[src/rtl/risky_fetch.sv]
// risky_fetch: instruction fetch front end.
// Sequential PC generation, single-cycle-latency imem interface, small
// in-order instruction queue and a valid/ready port towards decode.
// Redirects from execute flush the queue and drop the in-flight response.
// Optional performance counters are enabled with `define RISKY_FETCH_PERF_EN.
module risky_fetch #(
  parameter int              XLEN        = 32,
  parameter logic [XLEN-1:0] RESET_PC    = 32'h0000_0000,
  parameter int              QUEUE_DEPTH = 4
) (
  input  logic            clk,
  input  logic            rst,
  output logic            imem_req,
  output logic [XLEN-1:0] imem_addr,
  input  logic            imem_gnt,
  input  logic            imem_rvalid,
  input  logic [XLEN-1:0] imem_rdata,
  input  logic            redirect_valid,
  input  logic [XLEN-1:0] redirect_pc,
  output logic            inst_valid,
  output logic [XLEN-1:0] inst,
  output logic [XLEN-1:0] inst_pc,
  input  logic            inst_ready
`ifdef RISKY_FETCH_PERF_EN
  ,
  output logic [31:0]     perf_fetched,
  output logic [31:0]     perf_bubbles,
  output logic [31:0]     perf_flushed
`endif
);

  localparam int AW = $clog2(QUEUE_DEPTH);
  // one spare bit so count + inflight can never alias in the compare
  localparam int CW = AW + 2;

  logic [XLEN-1:0] fetch_pc;
  logic [XLEN-1:0] req_pc;     // PC of the request whose response is due next cycle
  logic            inflight;

  logic [XLEN-1:0] q_inst [QUEUE_DEPTH];
  logic [XLEN-1:0] q_pc   [QUEUE_DEPTH];
  logic [AW-1:0]   wptr;
  logic [AW-1:0]   rptr;
  logic [AW:0]     count;

  logic [CW-1:0]   credit_used;
  logic            grant;
  logic            push;
  logic            pop;

  // A request is only issued when a queue slot is guaranteed for its response,
  // so the queue can never overflow even with decode stalled.
  assign credit_used = CW'(count) + CW'(inflight);
  assign imem_req    = !rst && !redirect_valid && (credit_used < CW'(QUEUE_DEPTH));
  assign imem_addr   = fetch_pc;
  assign grant       = imem_req && imem_gnt;

  // Responses without a matching request, or arriving during a redirect, are dropped.
  assign push = !rst && !redirect_valid && imem_rvalid && inflight;

  assign inst_valid = !rst && !redirect_valid && (count != '0);
  assign inst       = q_inst[rptr];
  assign inst_pc    = q_pc[rptr];
  assign pop        = inst_valid && inst_ready;

  // Fetch PC, in-flight tracking and queue pointers; redirect flushes everything.
  always_ff @(posedge clk) begin
    if (rst) begin
      fetch_pc <= RESET_PC;
      req_pc   <= RESET_PC;
      inflight <= 1'b0;
      wptr     <= '0;
      rptr     <= '0;
      count    <= '0;
    end else if (redirect_valid) begin
      fetch_pc <= {redirect_pc[XLEN-1:2], 2'b00};
      inflight <= 1'b0;
      wptr     <= '0;
      rptr     <= '0;
      count    <= '0;
    end else begin
      inflight <= grant;
      if (grant) begin
        fetch_pc <= fetch_pc + XLEN'(4);
        req_pc   <= fetch_pc;
      end
      if (push) wptr <= wptr + AW'(1);
      if (pop)  rptr <= rptr + AW'(1);
      count <= count + (AW+1)'(push) - (AW+1)'(pop);
    end
  end

  // Queue storage; contents need no reset since count gates visibility.
  always_ff @(posedge clk) begin
    if (push) begin
      q_inst[wptr] <= imem_rdata;
      q_pc[wptr]   <= req_pc;
    end
  end

`ifdef RISKY_FETCH_PERF_EN
  logic [31:0] drop_cnt;
  logic [32:0] flush_sum;

  assign drop_cnt  = 32'(count) + 32'(imem_rvalid && inflight);
  assign flush_sum = {1'b0, perf_flushed} + {1'b0, drop_cnt};

  // Saturating performance counters.
  always_ff @(posedge clk) begin
    if (rst) begin
      perf_fetched <= '0;
      perf_bubbles <= '0;
      perf_flushed <= '0;
    end else begin
      if (pop && perf_fetched != '1)                       perf_fetched <= perf_fetched + 32'd1;
      if (inst_ready && !inst_valid && perf_bubbles != '1) perf_bubbles <= perf_bubbles + 32'd1;
      if (redirect_valid) perf_flushed <= flush_sum[32] ? '1 : flush_sum[31:0];
    end
  end
`endif

endmodule
[config.mk]
export PLATFORM = sky130hd
export DESIGN_NAME = risky_fetch
export DESIGN_NICKNAME = d
export VERILOG_FILES = /design/src/rtl/risky_fetch.sv
export SDC_FILE = /design/constraint.sdc
export NUM_CORES = 1
export LEC_CHECK = 0
export ABC_CLOCK_PERIOD_IN_PS = 5020
export CAP_MARGIN = 10
export CORE_ASPECT_RATIO = 2
export CORE_UTILIZATION = 60
export DETAILED_ROUTE_END_ITERATION = 7
export DONT_BUFFER_PORTS = 1
export PLACE_DENSITY_LB_ADDON = 0.2
export SYNTH_ARGS = -nofsm -noshare
export SYNTH_HDL_FRONTEND = slang
export SYNTH_SLANG_ARGS = --single-unit
[constraint.sdc]
create_clock -name clk -period 5.02 [get_ports clk]
set_input_delay 1.004 -clock clk [delete_from_list [all_inputs] [get_ports clk]]
set_output_delay 1.004 -clock clk [all_outputs]
set_load 0.05 [all_outputs]
==> run_results.csv, run 1 <==
group,metric,value,unit
cells_and_area,drive_above_1_share,16.0,%
global_route,top_usage_layer,"met2",
final_timing,worst_slew_pin_slew,1170,ps
setup_path,cpLargestDelayFamily,"flip-flops",
final_timing,final.setup.tns,0,ps
setup_path,cp-start-kind,"register",
power_and_ir_drop,power_switching,1.04,mW
final_timing,drv_slew,0,
setup_path,worstSetupPathDepth,2,
synthesis,ys_sh_simple,7.26,%
power_and_ir_drop,cellPowerDensity,377,nW/um2
synthesis,ys.flops,318,
route,drtAntennaViolNets,0,
cells_and_area,lay_top_count,"edfxtp_1",
cells_and_area,register_area,8850,um2
cells_and_area,clock_area_share,6.31,%
setup_path,r2r_end,"imem_addr[3]",
setup_path,path_buffers,1,
route,met1_length,8470,um
cells_and_area,largest_reg_flops,128,
global_route,antenna_found_initial,0,
final_timing,whs,490,ps
placement,place_area,12400,um2
power_and_ir_drop,pwr-share-seq,58.9,%
clocking,cts_buffers,27,
synthesis,yosys-stat-cells,738,
route,route.met2.wl,12900,um
route,top_layer,"met4",
cells_and_area,num-nonclk-inverters,13,
setup_path,cp_max_fo,52,
clocking,ctsResizeCount,0,
synthesis,common_cells,"edfxtp_1 (248), nand2_1 (85), dfxtp_1 (70), mux4_2 (62), a21oi_1 (36)",
placement,place_ws,1640,ps
synthesis,ys_seq_share,72.5,%
global_route,overflow,0,
final_timing,timing.fmax,267,MHz
synthesis,synthMuxAreaShare,11.4,%
cells_and_area,seq_share,66.9,%
cells_and_area,buffers,4,
power_and_ir_drop,pg_comb,86.3,uW
power_and_ir_drop,p_int,3.95,mW
placement,place_congestion,0.826,
setup_path,crit_required,4020,ps
synthesis,yosys_area,12200,um2
cells_and_area,final_nets,807,
final_timing,hold_violations,0,
synthesis,yosys_warnings,0,
cells_and_area,buffer_area_share,0.227,%
setup_path,reg2reg_from,"count[1]",
synthesis,largest_area_cell,"edfxtp_1",
cells_and_area,comb_area_share,23.7,%
outcome,outcome,"finished, final reports clean",
final_timing,finalClockPeriodUsage,74.7,%
synthesis,ys_top_logic_family,"multiplexers",
cells_and_area,most-common-layout-cells,"edfxtp_1 (248), nand2_1 (85), dfxtp_1 (68)",
synthesis,edf_count,248,
final_timing,rsz0062_at_grt,"false",
die,io_pins,168,
route,dr.pass1.iters,5,
clocking,root_buffer,"clkbuf_16",
setup_path,crit_type,"register to output pin",
cells_and_area,logic_gates,364,
setup_path,ff2ff_path_depth,8,
clocking,clock_latency,530,ps
final_timing,min_period,3750,ps
global_route,grt.met3_usage,3.91,%
final_timing,slew_headroom,21.4,%
cells_and_area,nClkBuffers,33,
synthesis,synth.distinct_cells,48,
clocking,cts_setup_buffers,0,
route,detail_route.iter0.violations,348,
min_path,holdPathStages,2,
power_and_ir_drop,comb_power_share,1.7,%
power_and_ir_drop,ir_drop,345,uV
synthesis,async_reset_ff_share,0,%
**Run 1: metal 2**

Drawn at 3 px/um.
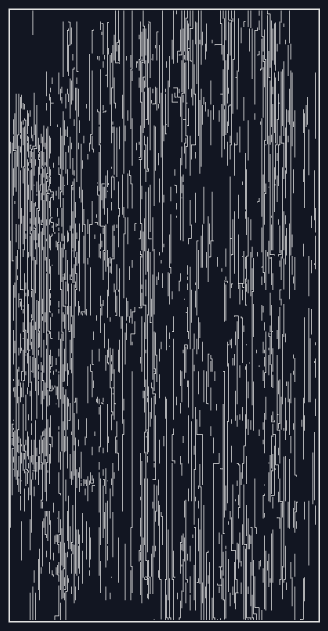
The layer carries 12,900 um of wire. 693 nets have wire on it. The wires run mostly vertical. The layer holds 55% of the routed length.
routed via count: 6,211
GR Util met2: 42.4%
WL final: 23,400 um

**Run 1: placed standard cells**

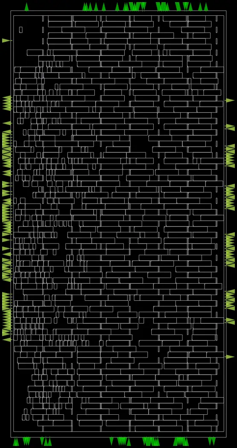
final cell count without fillers: 1,010
Tapcells: 262
Finished Core Util: 66.4%
flip-flops: 318

**Run 1: I/O pins on the die edge**

Drawn at 3 px/um. Pins as bars across the die edge, other pins in gray.
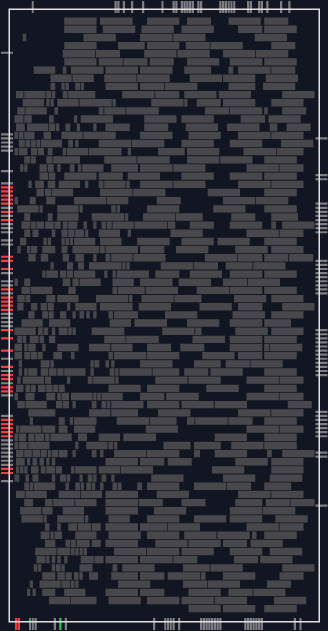
Key: redirect_pc = red [pins 32, direction input, edge 30 left, 2 bottom]; imem_rvalid = green [pins 1, direction input, edge bottom]
die height: 204 um
die width: 103 um

## Run 2: what changed since run 1
--- a/config.mk
+++ b/config.mk
@@ -5,7 +5,7 @@
 export SDC_FILE = /design/constraint.sdc
 export NUM_CORES = 1
 export LEC_CHECK = 0
-export ABC_CLOCK_PERIOD_IN_PS = 5020
+export ABC_CLOCK_PERIOD_IN_PS = 3700
 export CAP_MARGIN = 10
 export CORE_ASPECT_RATIO = 2
 export CORE_UTILIZATION = 60
==> constraint.sdc (replaced) <==
create_clock -name clk -period 3.7 [get_ports clk]
set_input_delay 0.74 -clock clk [delete_from_list [all_inputs] [get_ports clk]]
set_output_delay 0.74 -clock clk [all_outputs]
set_load 0.05 [all_outputs]
**Run 2: wiring by layer**

Drawn at 2 px/um. Only two layers are drawn.
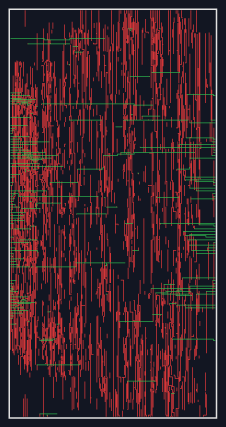
Key: M2 = red [wire length 13,200 um]; M3 = green [wire length 1,530 um]
drt wl/cell: 23.2 um
GRT Util Overall: 23.6%
routed via count: 6,356
WL final: 23,900 um

**Run 2: metal 2**

Drawn at 3 px/um.
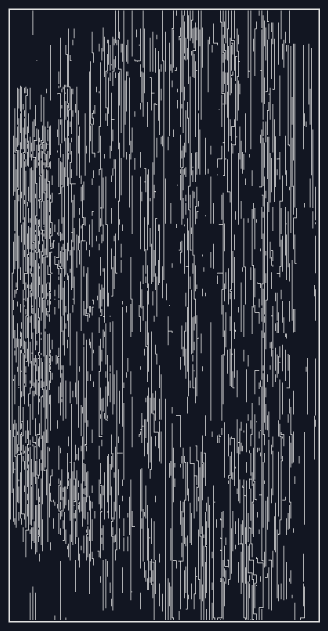
The layer carries 13,200 um of wire. The longest straight run is 73.6 um. The wires run mostly vertical. The layer holds 55% of the routed length.
GR Util met2: 42.4%

==> run 2 against run 1 <==
- sequential power increased by 34%
- global-route usage increased by 0.069 points
- combinational power grew 97%
- register-to-register slack got worse by 880 ps
- utilization increased by 1.7 points
- non-clock buffer count is 19 higher
- power up 42%
- flip-flop count unchanged
- synthesized area unchanged
- final cell count increased by 2.0%
- critical endpoint is now inst_pc[3]
- largest cell class unchanged
==> run_results.csv, run 2 <==
group,metric,value,unit
synthesis,ys_sh_simple,7.26,%
final_timing,min_period,3060,ps
clocking,cts_setup_buffers,0,
min_path,holdPathStages,1,
setup_path,crit_type,"register to output pin",
power_and_ir_drop,comb_power_share,2.4,%
die,taps,262,
power_and_ir_drop,power_switching,1.41,mW
global_route,antenna_found_initial,0,
placement,place_ws,865,ps
synthesis,yosys_warnings,0,
route,detail_route.iter0.violations,325,
setup_path,path_buffers,1,
route,dr_wl_met3,1530,um
route,met1_length,8490,um
global_route,grt.met3_usage,4.18,%
route,dr.pass1.iters,5,
outcome,outcome,"finished, final reports clean",
cells_and_area,seq_cells,318,
final_timing,timing.fmax,326,MHz
final_timing,hold_violations,0,
synthesis,yosys-stat-cells,738,
synthesis,edf_count,248,
die,io_pins,168,
clocking,root_buffer,"clkbuf_16",
setup_path,ff2ff_path_depth,5,
cells_and_area,logic_gates,364,
synthesis,yosys_area,12200,um2
final_timing,fin_skew,9.80,ps
cells_and_area,most-common-layout-cells,"edfxtp_1 (248), nand2_1 (85), dfxtp_1 (68)",
cells_and_area,seq_share,65.3,%
power_and_ir_drop,pwr-share-seq,55.6,%
die,die_height,204,um
cells_and_area,drive_above_1_share,17.7,%
synthesis,synth.distinct_cells,48,
placement,place_area,12600,um2
cells_and_area,fin_cells,1030,
cells_and_area,num-nonclk-inverters,13,
synthesis,ys_seq_share,72.5,%
cells_and_area,buffers,23,
cells_and_area,comb_area_share,23.1,%
setup_path,cp-start-kind,"register",
synthesis,common_cells,"edfxtp_1 (248), nand2_1 (85), dfxtp_1 (70), mux4_2 (62), a21oi_1 (36)",
global_route,top_usage_layer,"met2",
cells_and_area,utilization,68.1,%
power_and_ir_drop,cellPowerDensity,523,nW/um2
route,route.met2.wl,13200,um
setup_path,cp_max_fo,22,
cells_and_area,nClkBuffers,33,
placement,place_congestion,0.860,
final_timing,rsz0062_at_grt,"false",
cells_and_area,lay_top_count,"edfxtp_1",
power_and_ir_drop,clockPowerShare,42.0,%
final_timing,whs,273,ps
synthesis,synthMuxAreaShare,11.4,%
cells_and_area,largest_reg_flops,128,
final_timing,slew_headroom,50.5,%
synthesis,ys.flops,318,
route,drtAntennaViolNets,0,
power_and_ir_drop,p_int,5.68,mW
synthesis,async_reset_ff_share,0,%
global_route,overflow,0,
final_timing,worst_slew_pin_slew,742,ps
cells_and_area,final_nets,826,
placement,io_buffers,0,
die,die_width,103,um
clocking,ctsResizeCount,0,
cells_and_area,register_area,8850,um2
setup_path,cpLargestDelayFamily,"multiplexers",
## Run 3: what changed since run 2
--- a/config.mk
+++ b/config.mk
@@ -5,7 +5,7 @@
 export SDC_FILE = /design/constraint.sdc
 export NUM_CORES = 1
 export LEC_CHECK = 0
-export ABC_CLOCK_PERIOD_IN_PS = 3700
+export ABC_CLOCK_PERIOD_IN_PS = 3000
 export CAP_MARGIN = 10
 export CORE_ASPECT_RATIO = 2
 export CORE_UTILIZATION = 60
==> constraint.sdc (replaced) <==
create_clock -name clk -period 3 [get_ports clk]
set_input_delay 0.6 -clock clk [delete_from_list [all_inputs] [get_ports clk]]
set_output_delay 0.6 -clock clk [all_outputs]
set_load 0.05 [all_outputs]
**Run 3: wires at chosen ports, followed through buffers**

Drawn at 2 px/um.
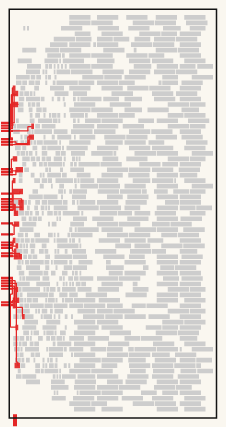
Key: redirect_pc = red [bits 32, direction input, edge 30 left, 2 bottom, end cells 31, buffers 0, wire 330 um]
PortBufs: 0
Ports: 168

==> run 3 against run 2 <==
- combinational power is 76% higher
- hold slack got worse by 140 ps
- via count grew 1.3%
- register-to-register slack worse by 440 ps
- flip-flop count unchanged
- clock skew hardly changed
- non-clock buffer count rose by 21
- critical path type unchanged
- critical endpoint is now inst[8]
==> run_results.csv, run 3 <==
group,metric,value,unit
synthesis,ys_sh_simple,7.26,%
power_and_ir_drop,pg_comb,299,uW
min_path,min-delay-start,"rst",
power_and_ir_drop,p_sw_share,20.8,%
final_timing,slew_headroom,48.6,%
cells_and_area,fin_cells,1049,
cells_and_area,top_regs,"q_inst: 128 flops, q_pc: 120 flops",
synthesis,yosys-stat-cells,738,
synthesis,syn_area,12200,um2
synthesis,ys.flops,318,
final_timing,final.setup.tns,0,ps
clocking,root_buffer,"clkbuf_16",
cells_and_area,register_area,8850,um2
synthesis,async_reset_ff_share,0,%
synthesis,synth_cells,738,
placement,dp_hpwl,15500,um
final_timing,drv_slew,0,
cells_and_area,largest_reg_flops,128,
global_route,grt.total_usage,23.5,%
synthesis,yosys_area,12200,um2
synthesis,largest_area_cell,"edfxtp_1",
route,top_layer,"met4",
placement,place_area,12800,um2
power_and_ir_drop,ir_drop,537,uV
final_timing,timing.fmax,362,MHz
synthesis,ys_top_logic_family,"multiplexers",
route,drc_errors,0,
die,taps,262,
cells_and_area,seq_cells,318,
clocking,cts_max_path_buffers,3,
route,detail_route.iter0.violations,277,
setup_path,cp_max_fo,29,
global_route,antenna_found_initial,0,
die,floorplan.rows,73,
setup_path,reg2reg_from,"count[1]",
power_and_ir_drop,cellPowerDensity,623,nW/um2
setup_path,cpLargestDelayFamily,"multiplexers",
cells_and_area,most-common-layout-cells,"edfxtp_1 (248), nand2_1 (85), dfxtp_1 (68)",
outcome,outcome,"finished, final reports clean",
setup_path,r2r_end,"imem_addr[24]",
clocking,clock_latency,530,ps
cells_and_area,utilization,68.7,%
power_and_ir_drop,finalPower,8.53,mW
route,met1_length,8410,um
placement,place_ws,325,ps
route,num_vias,6438,
setup_path,path_buffers,1,
power_and_ir_drop,power_switching,1.77,mW
setup_path,ff2ff_setup_slack,520,ps
synthesis,edf_count,248,
global_route,grt.met2_usage,41.1,%
final_timing,rsz0062_at_grt,"false",
global_route,grt.met3_usage,5.00,%
clocking,cts_buffers,26,
clocking,ctsResizeCount,0,
setup_path,crit_required,2400,ps
placement,place_congestion,0.910,
route,drtAntennaViolNets,0,
die,die_width,103,um
min_path,hold_path_end,"imem_addr[3]",
final_timing,min_period,2760,ps
die,core,19900,um2
power_and_ir_drop,pwr-share-seq,56.3,%
cells_and_area,clock_area_share,6.42,%
global_route,overflow,0,
final_timing,fin_skew,9.59,ps
die,die_height,204,um
power_and_ir_drop,comb_power_share,3.5,%
setup_path,cp-start-kind,"register",
power_and_ir_drop,powerSeq,4.80,mW
cells_and_area,nClkBuffers,28,
synthesis,synth.distinct_cells,48,
cells_and_area,num-nonclk-inverters,13,
clocking,cts.clk_slew.worst_paths,70,ps
cells_and_area,buffers,44,
synthesis,ys_seq_share,72.5,%
cells_and_area,logic_gates,364,
cells_and_area,buffer_area_share,3.24,%
setup_path,critPathMaxStageDelay,720,ps
clocking,cts_setup_buffers,0,
setup_path,crit_type,"register to output pin",
route,dr.pass1.iters,4,
global_route,use_met1,26.7,%
route,drt_wl_total,23800,um
power_and_ir_drop,clockPowerShare,40.2,%
power_and_ir_drop,p_int,6.76,mW
cells_and_area,comb_area_share,22.9,%
route,route.met2.wl,12600,um
global_route,grt_pass1_vias,6713,
synthesis,common_cells,"edfxtp_1 (248), nand2_1 (85), dfxtp_1 (70), mux4_2 (62), a21oi_1 (36)",
synthesis,yosys_warnings,0,
setup_path,ff2ff_path_depth,7,
cells_and_area,antennaDiodeCount,0,
synthesis,most_common_cell,"edfxtp_1",
final_timing,worst_slew_pin_slew,766,ps
setup_path,worstSetupPathDepth,2,
cells_and_area,drive_above_1_share,20.5,%
cells_and_area,seq_share,64.7,%
synthesis,synthMuxAreaShare,11.4,%
cells_and_area,lay_top_count,"edfxtp_1",
global_route,top_usage_layer,"met2",
cells_and_area,final_nets,846,
final_timing,whs,131,ps
power_and_ir_drop,maxPowerGroup,"registers",
cells_and_area,area_dominant_class,"flip-flops and latches",
route,dr_wl_met3,1640,um
final_timing,hold_violations,0,
final_timing,finalClockPeriodUsage,92.0,%
min_path,holdPathStages,1,
route,wl_per_cell,22.7,um
**Run 3: I/O pins on the die edge**

Drawn at 3 px/um. Pins as bars across the die edge, other pins in gray.
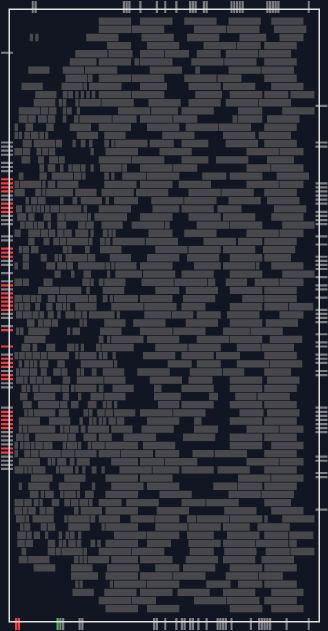
Key: redirect_pc = red [pins 32, direction input, edge 30 left, 2 bottom]; imem_rvalid = green [pins 1, direction input, edge bottom]
All pins by edge: 66 left, 47 right, 30 bottom, 25 top.

Power figures rest on the tool's default switching activity, not on a simulated workload.
